### Selected gate families, run 1

Drawn at 1.5 px/um.
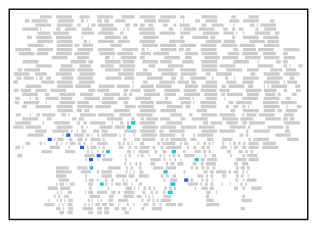
### Sequential cells grouped by signal name, run 1

Drawn at 2 px/um. Other sequential cells in the stronger gray, the rest of the logic in the fainter gray.
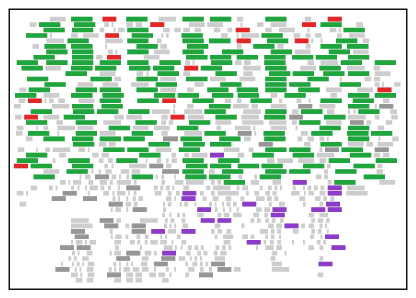
### Track usage over the die, run 1

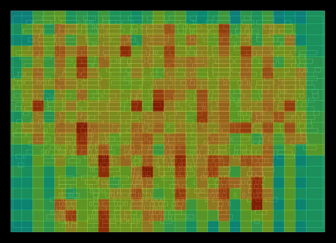
### The metal 1 layer, run 1

Drawn at 1.5 px/um.
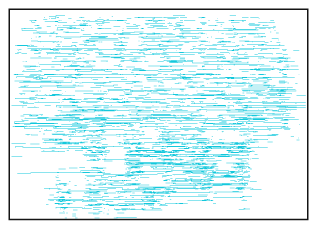
File: src/rtl/remote_cmd_sched.sv
// remote_cmd_sched: host-side command sequencer for the RemoteComm master UART.
// Queues {cmd, data} pairs and issues them one at a time over the send_cmd/cmd_sent/resp_rdy
// handshake. Each response is checked for the positive ack 8'hA5, and each command has a
// response timeout (CALIBRATE, 8'h06, gets CAL_TMO; every other opcode gets RESP_TMO).
//
// Ports:
//   clk, rst_n            system clock, synchronous active-low reset
//   push/push_cmd/push_data  enqueue one entry (ignored while q_full)
//   q_full, q_empty       queue occupancy flags
//   cmd, data             registered head entry presented to RemoteComm
//   send_cmd              one-cycle strobe starting a transfer
//   cmd_sent              RemoteComm frame transmitted (level)
//   resp_rdy, resp        response byte valid / value
//   clr_resp_rdy          one-cycle knock-down of resp_rdy after capture
//   busy                  command in flight
//   done, err             one-cycle retire pulses (ack / failure)
//   err_code              00 none, 01 NAK, 10 timeout; held until next err
//   last_resp             last captured response byte
//
// Build option: define SCHED_RETRY_EN to resend a failed head entry up to MAX_RETRY times
// before reporting err. Without it the first NAK/timeout errors immediately.
module remote_cmd_sched #(
   parameter int unsigned DEPTH     = 8,
   parameter int unsigned RESP_TMO  = 1000000,
   parameter int unsigned CAL_TMO   = 4000000,
   parameter int unsigned MAX_RETRY = 2
) (
   input  logic        clk,
   input  logic        rst_n,
   input  logic        push,
   input  logic [7:0]  push_cmd,
   input  logic [15:0] push_data,
   output logic        q_full,
   output logic        q_empty,
   output logic [7:0]  cmd,
   output logic [15:0] data,
   output logic        send_cmd,
   input  logic        cmd_sent,
   input  logic        resp_rdy,
   input  logic [7:0]  resp,
   output logic        clr_resp_rdy,
   output logic        busy,
   output logic        done,
   output logic        err,
   output logic [1:0]  err_code,
   output logic [7:0]  last_resp
);

   localparam int unsigned AW      = $clog2(DEPTH);
   localparam int unsigned TMO_MAX = (RESP_TMO > CAL_TMO) ? RESP_TMO : CAL_TMO;
   localparam int unsigned TW      = $clog2(TMO_MAX) + 1;
   localparam logic [7:0]  CmdCal  = 8'h06;
   localparam logic [7:0]  RespAck = 8'hA5;

   if (DEPTH < 2 || (DEPTH & (DEPTH - 1)) != 0) begin : g_bad_depth
      $error("DEPTH must be a power of 2 and at least 2");
   end
   if (MAX_RETRY > 255) begin : g_bad_retry
      $error("MAX_RETRY out of range");
   end

   typedef enum logic [2:0] {
      StIdle, StIssue, StWaitSent, StWaitResp, StClr, StRetire
   } state_e;

   state_e          state_q;
   logic [23:0]     mem [DEPTH];
   logic [AW-1:0]   wr_ptr_q, rd_ptr_q;
   logic [AW:0]     cnt_q;
   logic [TW-1:0]   tmo_cnt_q;
   logic [TW-1:0]   tmo_lim;
   logic            push_ok, pop, tmo_hit, nak, fail, retry;

`ifdef SCHED_RETRY_EN
   localparam int unsigned RW = $clog2(MAX_RETRY + 1) + 1;
   logic [RW-1:0]   retry_cnt_q;
`endif

   // ---------------- queue ----------------
   assign q_full  = (cnt_q == (AW+1)'(DEPTH));
   assign q_empty = (cnt_q == '0);
   assign push_ok = push && !q_full;

   always_ff @(posedge clk) begin
      if (push_ok) mem[wr_ptr_q] <= {push_cmd, push_data};
   end

   always_ff @(posedge clk) begin
      if (!rst_n) begin
         wr_ptr_q <= '0;
         rd_ptr_q <= '0;
         cnt_q    <= '0;
      end else begin
         if (push_ok) wr_ptr_q <= wr_ptr_q + 1'b1;
         if (pop)     rd_ptr_q <= rd_ptr_q + 1'b1;
         case ({push_ok, pop})
            2'b10:   cnt_q <= cnt_q + 1'b1;
            2'b01:   cnt_q <= cnt_q - 1'b1;
            default: ;
         endcase
      end
   end

   // ---------------- retire decisions ----------------
   always_comb begin
      tmo_lim = (cmd == CmdCal) ? TW'(CAL_TMO - 1) : TW'(RESP_TMO - 1);
      // A response arriving on the expiry cycle takes priority over the timeout.
      tmo_hit = ((state_q == StWaitSent) || (state_q == StWaitResp && !resp_rdy)) &&
                (tmo_cnt_q >= tmo_lim);
      nak     = (state_q == StRetire) && (last_resp != RespAck);
      fail    = tmo_hit || nak;
`ifdef SCHED_RETRY_EN
      retry   = fail && (retry_cnt_q < RW'(MAX_RETRY));
`else
      retry   = 1'b0;
`endif
      pop     = ((state_q == StRetire) && (last_resp == RespAck)) || (fail && !retry);
   end

   assign busy = (state_q != StIdle);

   // ---------------- sequencer ----------------
   always_ff @(posedge clk) begin
      if (!rst_n) begin
         state_q      <= StIdle;
         tmo_cnt_q    <= '0;
         cmd          <= '0;
         data         <= '0;
         send_cmd     <= 1'b0;
         clr_resp_rdy <= 1'b0;
         done         <= 1'b0;
         err          <= 1'b0;
         err_code     <= 2'b00;
         last_resp    <= '0;
`ifdef SCHED_RETRY_EN
         retry_cnt_q  <= '0;
`endif
      end else begin
         send_cmd     <= 1'b0;
         clr_resp_rdy <= 1'b0;
         done         <= 1'b0;
         err          <= 1'b0;
         if (fail) begin
            if (retry) begin
`ifdef SCHED_RETRY_EN
               retry_cnt_q <= retry_cnt_q + 1'b1;
`endif
               send_cmd <= 1'b1;
               state_q  <= StIssue;
            end else begin
               err      <= 1'b1;
               err_code <= tmo_hit ? 2'b10 : 2'b01;
`ifdef SCHED_RETRY_EN
               retry_cnt_q <= '0;
`endif
               state_q  <= StIdle;
            end
         end else begin
            unique case (state_q)
               StIdle: begin
                  // Hold off one cycle while a retire pulse is showing, so a new issue
                  // never lands closer than two cycles after done/err.
                  if (!q_empty && !done && !err) begin
                     {cmd, data} <= mem[rd_ptr_q];
                     send_cmd    <= 1'b1;
                     state_q     <= StIssue;
                  end
               end
               StIssue: begin
                  tmo_cnt_q <= '0;
                  state_q   <= StWaitSent;
               end
               StWaitSent: begin
                  if (tmo_cnt_q != '1) tmo_cnt_q <= tmo_cnt_q + 1'b1;
                  if (cmd_sent) state_q <= StWaitResp;
               end
               StWaitResp: begin
                  if (resp_rdy) begin
                     last_resp    <= resp;
                     clr_resp_rdy <= 1'b1;
                     state_q      <= StClr;
                  end else if (tmo_cnt_q != '1) begin
                     tmo_cnt_q <= tmo_cnt_q + 1'b1;
                  end
               end
               StClr: state_q <= StRetire;
               StRetire: begin
                  // Only the ack case reaches here; a NAK takes the fail branch above.
                  done    <= 1'b1;
`ifdef SCHED_RETRY_EN
                  retry_cnt_q <= '0;
`endif
                  state_q <= StIdle;
               end
               default: state_q <= StIdle;
            endcase
         end
      end
   end

endmodule
File: config.mk
export PLATFORM = sky130hd
export DESIGN_NAME = remote_cmd_sched
export DESIGN_NICKNAME = d
export VERILOG_FILES = /design/src/rtl/remote_cmd_sched.sv
export SDC_FILE = /design/constraint.sdc
export NUM_CORES = 1
export LEC_CHECK = 0
export CELL_PAD_IN_SITES_DETAIL_PLACEMENT = 1
export CELL_PAD_IN_SITES_GLOBAL_PLACEMENT = 1
export CORE_ASPECT_RATIO = 0.7
export CORE_UTILIZATION = 40
export DETAILED_ROUTE_END_ITERATION = 6
export HOLD_SLACK_MARGIN = 0.03
export PLACE_DENSITY = 0.67
export RECOVER_POWER = 50
export SYNTH_ARGS = -nofsm -noshare
export SYNTH_HDL_FRONTEND = slang
export SYNTH_SLANG_ARGS = --single-unit
File: constraint.sdc
create_clock -name clk -period 10.1 [get_ports clk]
set_clock_uncertainty 0.2 [all_clocks]
set_input_delay 2.02 -clock clk [delete_from_list [all_inputs] [get_ports clk]]
set_output_delay 2.02 -clock clk [all_outputs]
set_load 0.02 [all_outputs]
==> CHANGELOG.md, run 1 <==
### Changed

- Status: complete, but fails checks
- Violated checks: capacitance limit, slew limit
- H-tree depth: 1
- Worst-Margin Slew: 2.72 ns
- Clock latency on the worst-skew pair: 0.52 ns
- Area growth syn-to-layout: 19.4%
- Max-slew violations: 75
- Max-slew headroom: -81.1%
- Yosys cell count: 702
- Num rows: about 49
- Initial antenna violation count: 1
- Sequential cell area fraction in the yosys report: 67.3%
- Synth area leader: edfxtp_1
- Synth flops: 266
- Syn Area/Cell: 15.3 um^2
- CTS tree: yes
- Post-CTS Resized: 0
- Achievable frequency: 202 MHz
- Vias in the first global route: just under 7k
- Routed vias: 6430
- # Max-Cap Violations: 2
- Initial Util: 41.3%
-- 'Selected gate families' (at the start) --
[blue] XOR/XNOR gates | cells: 6
[cyan] AND-OR and OR-AND gates | cells: 10

-- 'Sequential cells grouped by signal name' (at the start) --
[red] data | placed flops: 16
[purple] tmo_cnt_q | placed flops: 23
[green] mem | placed flops: 192
not colored: 35

-- 'Track usage over the die' (at the start) --
grt met3 use: 2.47%
total track usage: 19.1%

-- 'The metal 1 layer' (at the start) --
longest straight run: 71.8 um
nets with wire on the layer: 780
wire length on this layer: 11800 um

-- run 1: where the power goes --
part           total [mW]  internal [mW]  switching, mW
clock network        1.02          0.614          0.408
registers            1.24           1.21         0.0244
logic               0.220         0.0882          0.132
total                2.48           1.91          0.565
-- run 1: final timing paths --
path	start	end	slack, ns	cells after the start
worst max-delay path	rst_n	tmo_cnt_q[2]$_SDFFE_PN0P_	5.14	5
worst min-delay path	last_resp[2]$_SDFFE_PN0P_	last_resp[2]$_SDFFE_PN0P_	0.28	2
worst max register to register	cmd[4]$_SDFFE_PN0P_	cnt_q[3]$_SDFFE_PN0P_	5.20	15
worst min register to register	last_resp[2]$_SDFFE_PN0P_	last_resp[2]$_SDFFE_PN0P_	0.28	2
-- run 1: worst reg2reg max path, cell delays in order, from the launching register on --
cell     delay (ns)
dfxtp_1        0.33
or4_1          0.62
or2_0          0.47
ha_1           0.41
nand3_1        0.15
o41ai_1        0.67
o21ai_1        0.12
buf_4          0.26
nand3_1        0.15
ha_1           0.22
ha_1           0.26
a21o_1         0.18
a21oi_1        0.17
xnor2_1        0.09
or3_1          0.32
a21oi_1        0.17
-- run 1: state kept, by name (all words and copies together) (netlist names) --
signal / cells
last_resp: 8
clr_resp_rdy: 1
tmo_cnt_q: 23
rd_ptr_q: 3
cnt_q: 4
mem: 192
send_cmd: 1
err_code: 2
state_q: 3
done: 1
data: 16
wr_ptr_q: 3
err: 1
cmd: 8
-- run 1: stage by stage --
stage	area, um^2	power, mW	instances	util (%)	worst slack [ns]
2_1_floorplan	10800	1.38	702	-	4.69
3_3_place_gp	12000	1.47	1108	45.9	5.13
3_5_place_dp	12000	1.49	1108	45.9	4.94
4_1_cts	12900	2.51	1157	49.4	5.45
5_1_grt	12900	2.56	1158	49.3	4.82
6_report	12900	2.48	1158	49.3	5.14
-- run 1: layer usage --
layer / wire length, um / share of wire (%) / vias to the layer above / GRT usage (%)
met4: 446 / 1.8 / 0 / 4.45
met2: 12300 / 48 / 125 / 31.9
li1: - / - / 2949 / -
met5: 0 / 0 / - / 0
met1: 11800 / 46 / 3326 / 26.5
met3: 934 / 3.7 / 30 / 2.47
-- run 1: logic make-up (layout without fill, tap and decap cells) --
group	after synthesis	after routing	synth area share, %
other	0	1	0
muxes	76	76	12.7
and+or+nand+nor	169	169	8.03
AOI/OAI and AO/OA	114	114	7.77
adders and majority gates	12	12	1.47
buffers and inverters	59	157	2.24
xor gates and xnor gates	6	6	0.488
DFF	266	266	67.3
-- run 1: area by class of cell --
class | instances | area (um^2)
Multi-Input combinational cell | 377 | 3320
Timing Repair Buffer | 89 | 853
Clock buffer | 35 | 736
Sequential cell | 266 | 7250
Fill cell | 2535 | 13200
Inverter | 19 | 71.3
Tap cell | 357 | 447
Antenna cell | 1 | 2.50
Clock inverter | 14 | 171
### Zoomed window, run 1

Window x 136 to 161, y 92 to 117 um. Cells in gray, sequential cells in the stronger gray; small squares are vias.
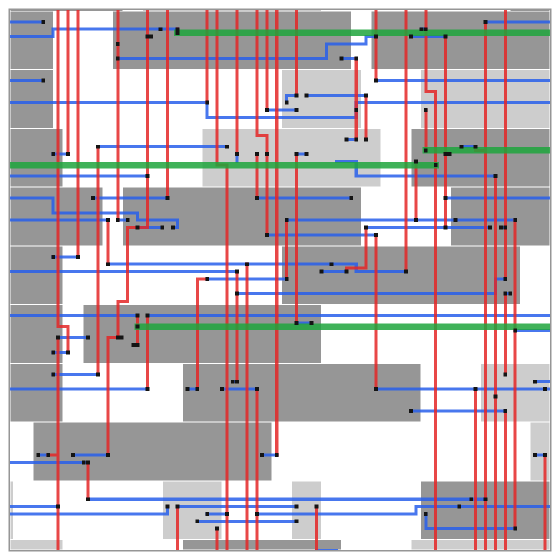

==> run 2: changes to the inputs <==
--- a/config.mk
+++ b/config.mk
@@ -11,7 +11,7 @@
 export CORE_UTILIZATION = 40
 export DETAILED_ROUTE_END_ITERATION = 6
 export HOLD_SLACK_MARGIN = 0.03
-export PLACE_DENSITY = 0.67
+export PLACE_DENSITY = 0.7
 export RECOVER_POWER = 50
 export SYNTH_ARGS = -nofsm -noshare
 export SYNTH_HDL_FRONTEND = slang
==> constraint.sdc (replaced) <==
create_clock -name clk -period 4.4 [get_ports clk]
set_clock_uncertainty 0.2 [all_clocks]
set_input_delay 0.88 -clock clk [delete_from_list [all_inputs] [get_ports clk]]
set_output_delay 0.88 -clock clk [all_outputs]
set_load 0.02 [all_outputs]
### Zoomed window, run 2

Window x 136 to 161, y 92 to 117 um. Cells in gray, sequential cells in the stronger gray; small squares are vias.
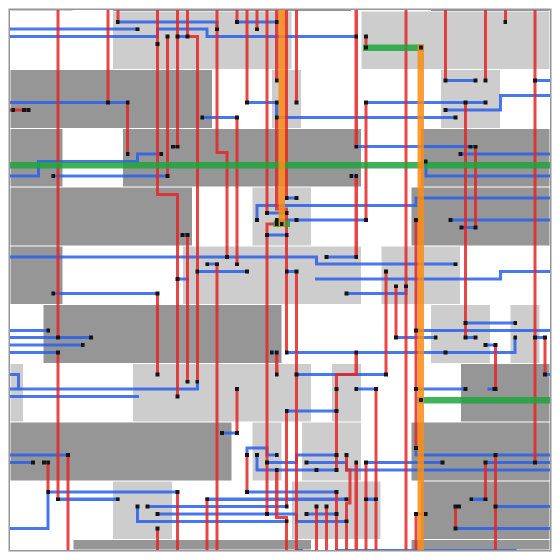
[orange] met4
[green] met3
[red] met2
[blue] met1
most frequent: edfxtp_1 (8), a211oi_1 (5), nor2_1 (4)
sequential cells in the window: 10
netlist names of flops here include: mem (8)
cells with their middle in the window: 25

### Sequential cells grouped by signal name, run 2

Drawn at 2 px/um. Other sequential cells in the stronger gray, the rest of the logic in the fainter gray.
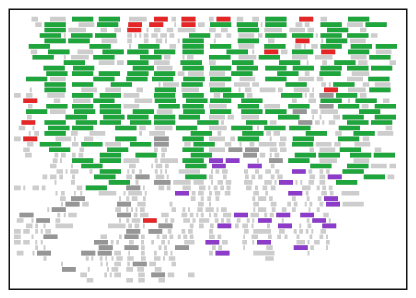
[green] mem | placed flops: 192
[red] data | placed flops: 16
[purple] tmo_cnt_q | placed flops: 23

### Track usage over the die, run 2

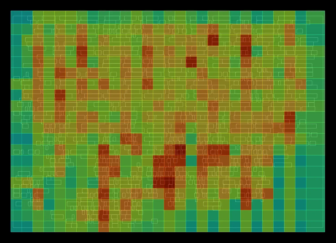
met2 Use GR: 31.5%
global-route track usage on met1: 27.0%
final cell utilization of the core: 49.3%

==> run 2 against run 1 <==
The flow still finishes with violations (capacitance limit, slew limit); via count is 0.73% higher; non-clock buffer count is 4 higher; total power is 130% higher; global-route usage hardly changed; cell count is 0.43% higher; core utilization is 0.053 points lower; routed wire length is 0.48% higher; critical path depth is 10 higher; worst hold slack worse by 0.0030 ns; sequential power is 130% higher; critical endpoint is now cnt_q[3]$_SDFFE_PN0P_; highest routed layer unchanged.
==> CHANGELOG.md, run 2 <==
### Changed

- Status: complete, but fails checks
- Violated checks: capacitance limit, slew limit
- Period utilization: roughly 95%
- Leak: 4.07 nW
- Startpoint types: flip-flop
- Vias in the first global route: 7025
- Crit path arrival time: 4.45 ns
- Most frequent logic cells in the routed design: edfxtp_1 (192), dfxtp_1 (71), clkdlybuf4s50_1 (51)
- Syn Area/Cell: 15.3 um^2
- Worst-Margin Slew: approximately 1.9 ns
- Fillcell total: between 2k and 3k
- Worst reg-to-reg setup slack: roughly 0.20 ns
- Initial Util: 41.3%
- Synth flops: ~270
- First-pass GRT wire length: 40300 um
- # Max-Cap Violations: 3
- Max-slew headroom: -26.3%
- Number of warnings in the stage logs: 26
- FFs w/ async S/R, synth: 0%
- Routed vias: 6477
- Post-Syn Instances: around 700
- Sequential cell area fraction in the yosys report: 67.3%
- Clock latency on the worst-skew pair: between 0.5 and 0.6 ns
- Synth area leader: edfxtp_1
- Final HPWL DP: approximately 16000 um
- CTS tree: yes
- CTS buffer count: 27
- Crit path kind: reg2reg
- Total track usage: approximately a fifth
- Num rows: 49
- Final wirelength: 25600 um
- Initial antenna violation count: 1
- Finished Layout Cells: 1163
- Placed instance count: 1112
- Largest regs: mem: 192 flops, tmo_cnt_q: 23 flops, data: 16 flops
- Area growth syn-to-layout: 19.3%
- Post-route ant nets: 0
- Logic area: 3310 um^2
- H-tree depth: 1
- Clk buf depth: 3
- Yosys cell count: about 700
- DRT iter0 DRCs: 393
- Achievable frequency: 238 MHz
- Max-slew violations: ~75
- Final Hold Viols: 0
- Synth top cell by count: edfxtp_1
- Reg area: about 7300 um^2
- Most flops, register: mem
- Largest register FFs: 192
[run 2: repair_timing]
action                                  4_1_cts  5_1_grt
buffers inserted                              0        0
endpoints found under the setup margin        0        1
gates resized                                 0        1
[run 2: path summary, 6_finish.rpt]
check / endpoint / cells after the start / startpoint
setup / recovery: cnt_q[3]$_SDFFE_PN0P_ / 15 / cmd[3]$_SDFFE_PN0P_
hold / removal: last_resp[1]$_SDFFE_PN0P_ / 2 / last_resp[1]$_SDFFE_PN0P_
setup reg to reg: cnt_q[3]$_SDFFE_PN0P_ / 15 / cmd[3]$_SDFFE_PN0P_
hold reg to reg: last_resp[1]$_SDFFE_PN0P_ / 2 / last_resp[1]$_SDFFE_PN0P_
[run 2: where the power goes]
part,switching [mW],internal [mW]
Clock,0.912,1.34
Combinational,0.313,0.208
Sequential,0.0548,2.78
Total,1.28,4.34
[run 2: layout make-up]
type / count / share of cell area [%]
flip-flops and latches: 266 / 56.5
inverters: 19 / 0.555
diodes: 1 / 0.0195
clock inverters: 11 / 1.04
clock buffers: 39 / 5.77
repair buffers: 93 / 6.85
well taps: 357 / 3.48
multi-input cells: 377 / 25.8
[run 2: worst max-delay path: stages (launching register included)]
cell and delay [ns]:
dfxtp_1 0.32, or4_4 0.57, or2_4 0.32, ha_1 0.21, o41ai_1 0.27, a211oi_1 0.13, o22a_1 0.25, o2111ai_2 0.24
nand3_1 0.12, ha_1 0.25, ha_1 0.28, a21o_1 0.18, a21oi_1 0.17, xnor2_1 0.11, or3_1 0.34, a21oi_1 0.16
[run 2: metal layers]
layer / vias to the layer above / part of all wire [%] / wire (um) / track usage [%]
li1: 2941 / - / - / -
met1: 3368 / 47 / 12000 / 27.0
met2: 133 / 48 / 12200 / 31.5
met3: 35 / 3.8 / 965 / 2.74
met4: 0 / 1.6 / 401 / 3.96
met5: - / 0 / 0 / 0
[run 2: cell families (layout without fill, tap and decap cells)]
group | after synthesis | in the layout | synth area share (%)
multiplexers | 76 | 76 | 12.7
buffers and inverters | 59 | 162 | 2.24
AND-OR/OR-AND | 114 | 114 | 7.77
other | 0 | 1 | 0
adder cells (fa/ha/maj) | 12 | 12 | 1.47
flip-flops | 266 | 266 | 67.3
XOR/XNOR | 6 | 6 | 0.488
AND/OR/NAND/NOR | 169 | 169 | 8.03
[run 2: per-stage QoR]
step	hold WS, ns	cell area [um^2]	total power, mW	setup WS (ns)
after global placement	0.261	12000	3.38	0.326
after floorplan	0.252	10800	3.16	0.129
final	0.279	12800	5.62	0.202
after global routing	0.299	12800	5.80	0.0289
after detailed placement	0.272	12000	3.42	0.129
after CTS	0.280	12800	5.67	0.105
==> run 3: changes to the inputs <==
--- a/config.mk
+++ b/config.mk
@@ -9,6 +9,7 @@
 export CELL_PAD_IN_SITES_GLOBAL_PLACEMENT = 1
 export CORE_ASPECT_RATIO = 0.7
 export CORE_UTILIZATION = 40
+export CTS_CLUSTER_DIAMETER = 100
 export DETAILED_ROUTE_END_ITERATION = 6
 export HOLD_SLACK_MARGIN = 0.03
 export PLACE_DENSITY = 0.7
### Selected gate families, run 3

Drawn at 1.5 px/um.
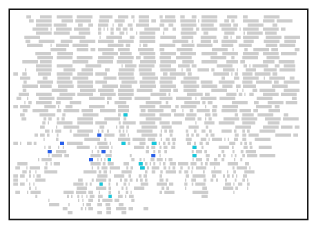
[blue] XOR/XNOR gates | cells: 6
[cyan] AND-OR and OR-AND gates | cells: 10

### Sequential cells grouped by signal name, run 3

Drawn at 2 px/um. Other sequential cells in the stronger gray, the rest of the logic in the fainter gray.
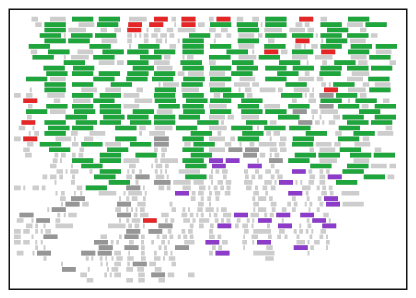
[red] data | placed flops: 16
[green] mem | placed flops: 192
[purple] tmo_cnt_q | placed flops: 23
not colored: 35

### Zoomed window, run 3

Window x 136 to 161, y 92 to 117 um. Cells in gray, sequential cells in the stronger gray; small squares are vias.
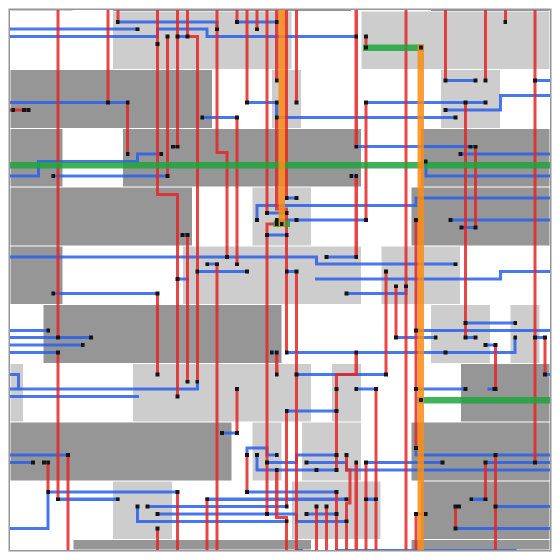
[red] met2
[green] met3
[orange] met4
[blue] met1
netlist names of flops here include: mem (8)
sequential cells in the window: 10
most frequent: edfxtp_1 (8), a211oi_1 (5), nor2_1 (4)
cells with their middle in the window: 25

==> run 3 against run 2 <==
The flow still finishes with violations (capacitance limit, slew limit); worst hold slack unchanged; sequential share of layout area unchanged; total power is the same; cell count unchanged.
==> CHANGELOG.md, run 3 <==
### Changed

- Status: complete, but fails checks
- Violated checks: capacitance limit, slew limit
- Max-slew violations: 75
- Max-slew headroom: -26.3%
- Sequential share of power: 50.6%
- Clk buf depth: 3
- Final Hold Viols: 0
- Pre-CTS WS: 0.129 ns
- Final wirelength: between 20000 and 30000 um
- FFs w/ async S/R, synth: 0%
- Routed vias: 6477
- Num rows: 49
- Crit path kind: reg2reg
- Clock latency on the worst-skew pair: 0.52 ns
- CTS buffer count: 27
- Synth top cell by count: edfxtp_1
- Post-route ant nets: 0
- Post-CTS Repair Setup Buffers: 0
- Vias in the first global route: 7025
- # Max-Cap Violations: 3
- H-tree depth: 1
run 3: cell counts in the layout (fill, tap and decap cells not counted):
Identical to the previous run, type by type.
run 3: power groups by stage:
stage	logic [mW]	registers, mW	clock network, mW
finish	0.520	2.84	2.26
global placement	0.504	2.88	0
detailed placement	0.526	2.89	0
CTS	0.533	2.84	2.30
global route	0.560	2.85	2.39
floorplan	0.233	2.93	0
run 3: path summary, 6_finish.rpt:
check / depth (start not counted) / to / startpoint
setup reg to reg: 15 / cnt_q[3]$_SDFFE_PN0P_ / cmd[3]$_SDFFE_PN0P_
hold / removal: 2 / last_resp[1]$_SDFFE_PN0P_ / last_resp[1]$_SDFFE_PN0P_
hold reg to reg: 2 / last_resp[1]$_SDFFE_PN0P_ / last_resp[1]$_SDFFE_PN0P_
setup / recovery: 15 / cnt_q[3]$_SDFFE_PN0P_ / cmd[3]$_SDFFE_PN0P_
run 3: metrics by stage:
stage | std cells | cell area, um^2 | power, mW | hold slack (ns)
finish | 1163 | 12800 | 5.62 | 0.279
global route | 1162 | 12800 | 5.80 | 0.299
CTS | 1162 | 12800 | 5.67 | 0.280
detailed placement | 1112 | 12000 | 3.42 | 0.272
global placement | 1112 | 12000 | 3.38 | 0.261
floorplan | 702 | 10800 | 3.16 | 0.252
run 3: per-layer routing:
metal / GRT usage, % / wire length (um)
met1: 27.0 / 12000
met2: 31.5 / 12200
met3: 2.74 / 965
met4: 3.96 / 401
met5: 0 / 0
run 3: layout make-up:
type	count	area (um^2)	area share [%]
diodes	1	2.50	0.0195
clock buffers	39	741	5.77
clock inverters	11	134	1.04
inverters	19	71.3	0.555
multi-input cells	377	3310	25.8
flip-flops and latches	266	7250	56.5
well taps	357	447	3.48
repair buffers	93	880	6.85
run 3: worst reg2reg max path: stages, from the launching register on:
cell       delay [ns]
dfxtp_1          0.32
or4_4            0.57
or2_4            0.33
ha_1             0.21
o41ai_1          0.27
a211oi_1         0.13
o22a_1           0.25
o2111ai_2        0.24
nand3_1          0.12
ha_1             0.25
ha_1             0.28
a21o_1           0.18
a21oi_1          0.17
xnor2_1          0.11
or3_1            0.34
a21oi_1          0.16
run 3: what timing repair did:
item | in CTS | in global routing
endpoints found under the hold margin | 0 | 0
resized | 0 | 1
setup endpoints to repair | 0 | 1
run 3: cell families after synthesis:
kind of cell | Yosys count
flops | 266
simple gates | 169
compound gates | 114
mux | 76
buf+inv | 59
fa+ha+maj | 12
xor+xnor | 6
Power figures rest on the tool's default switching activity, not on a simulated workload.
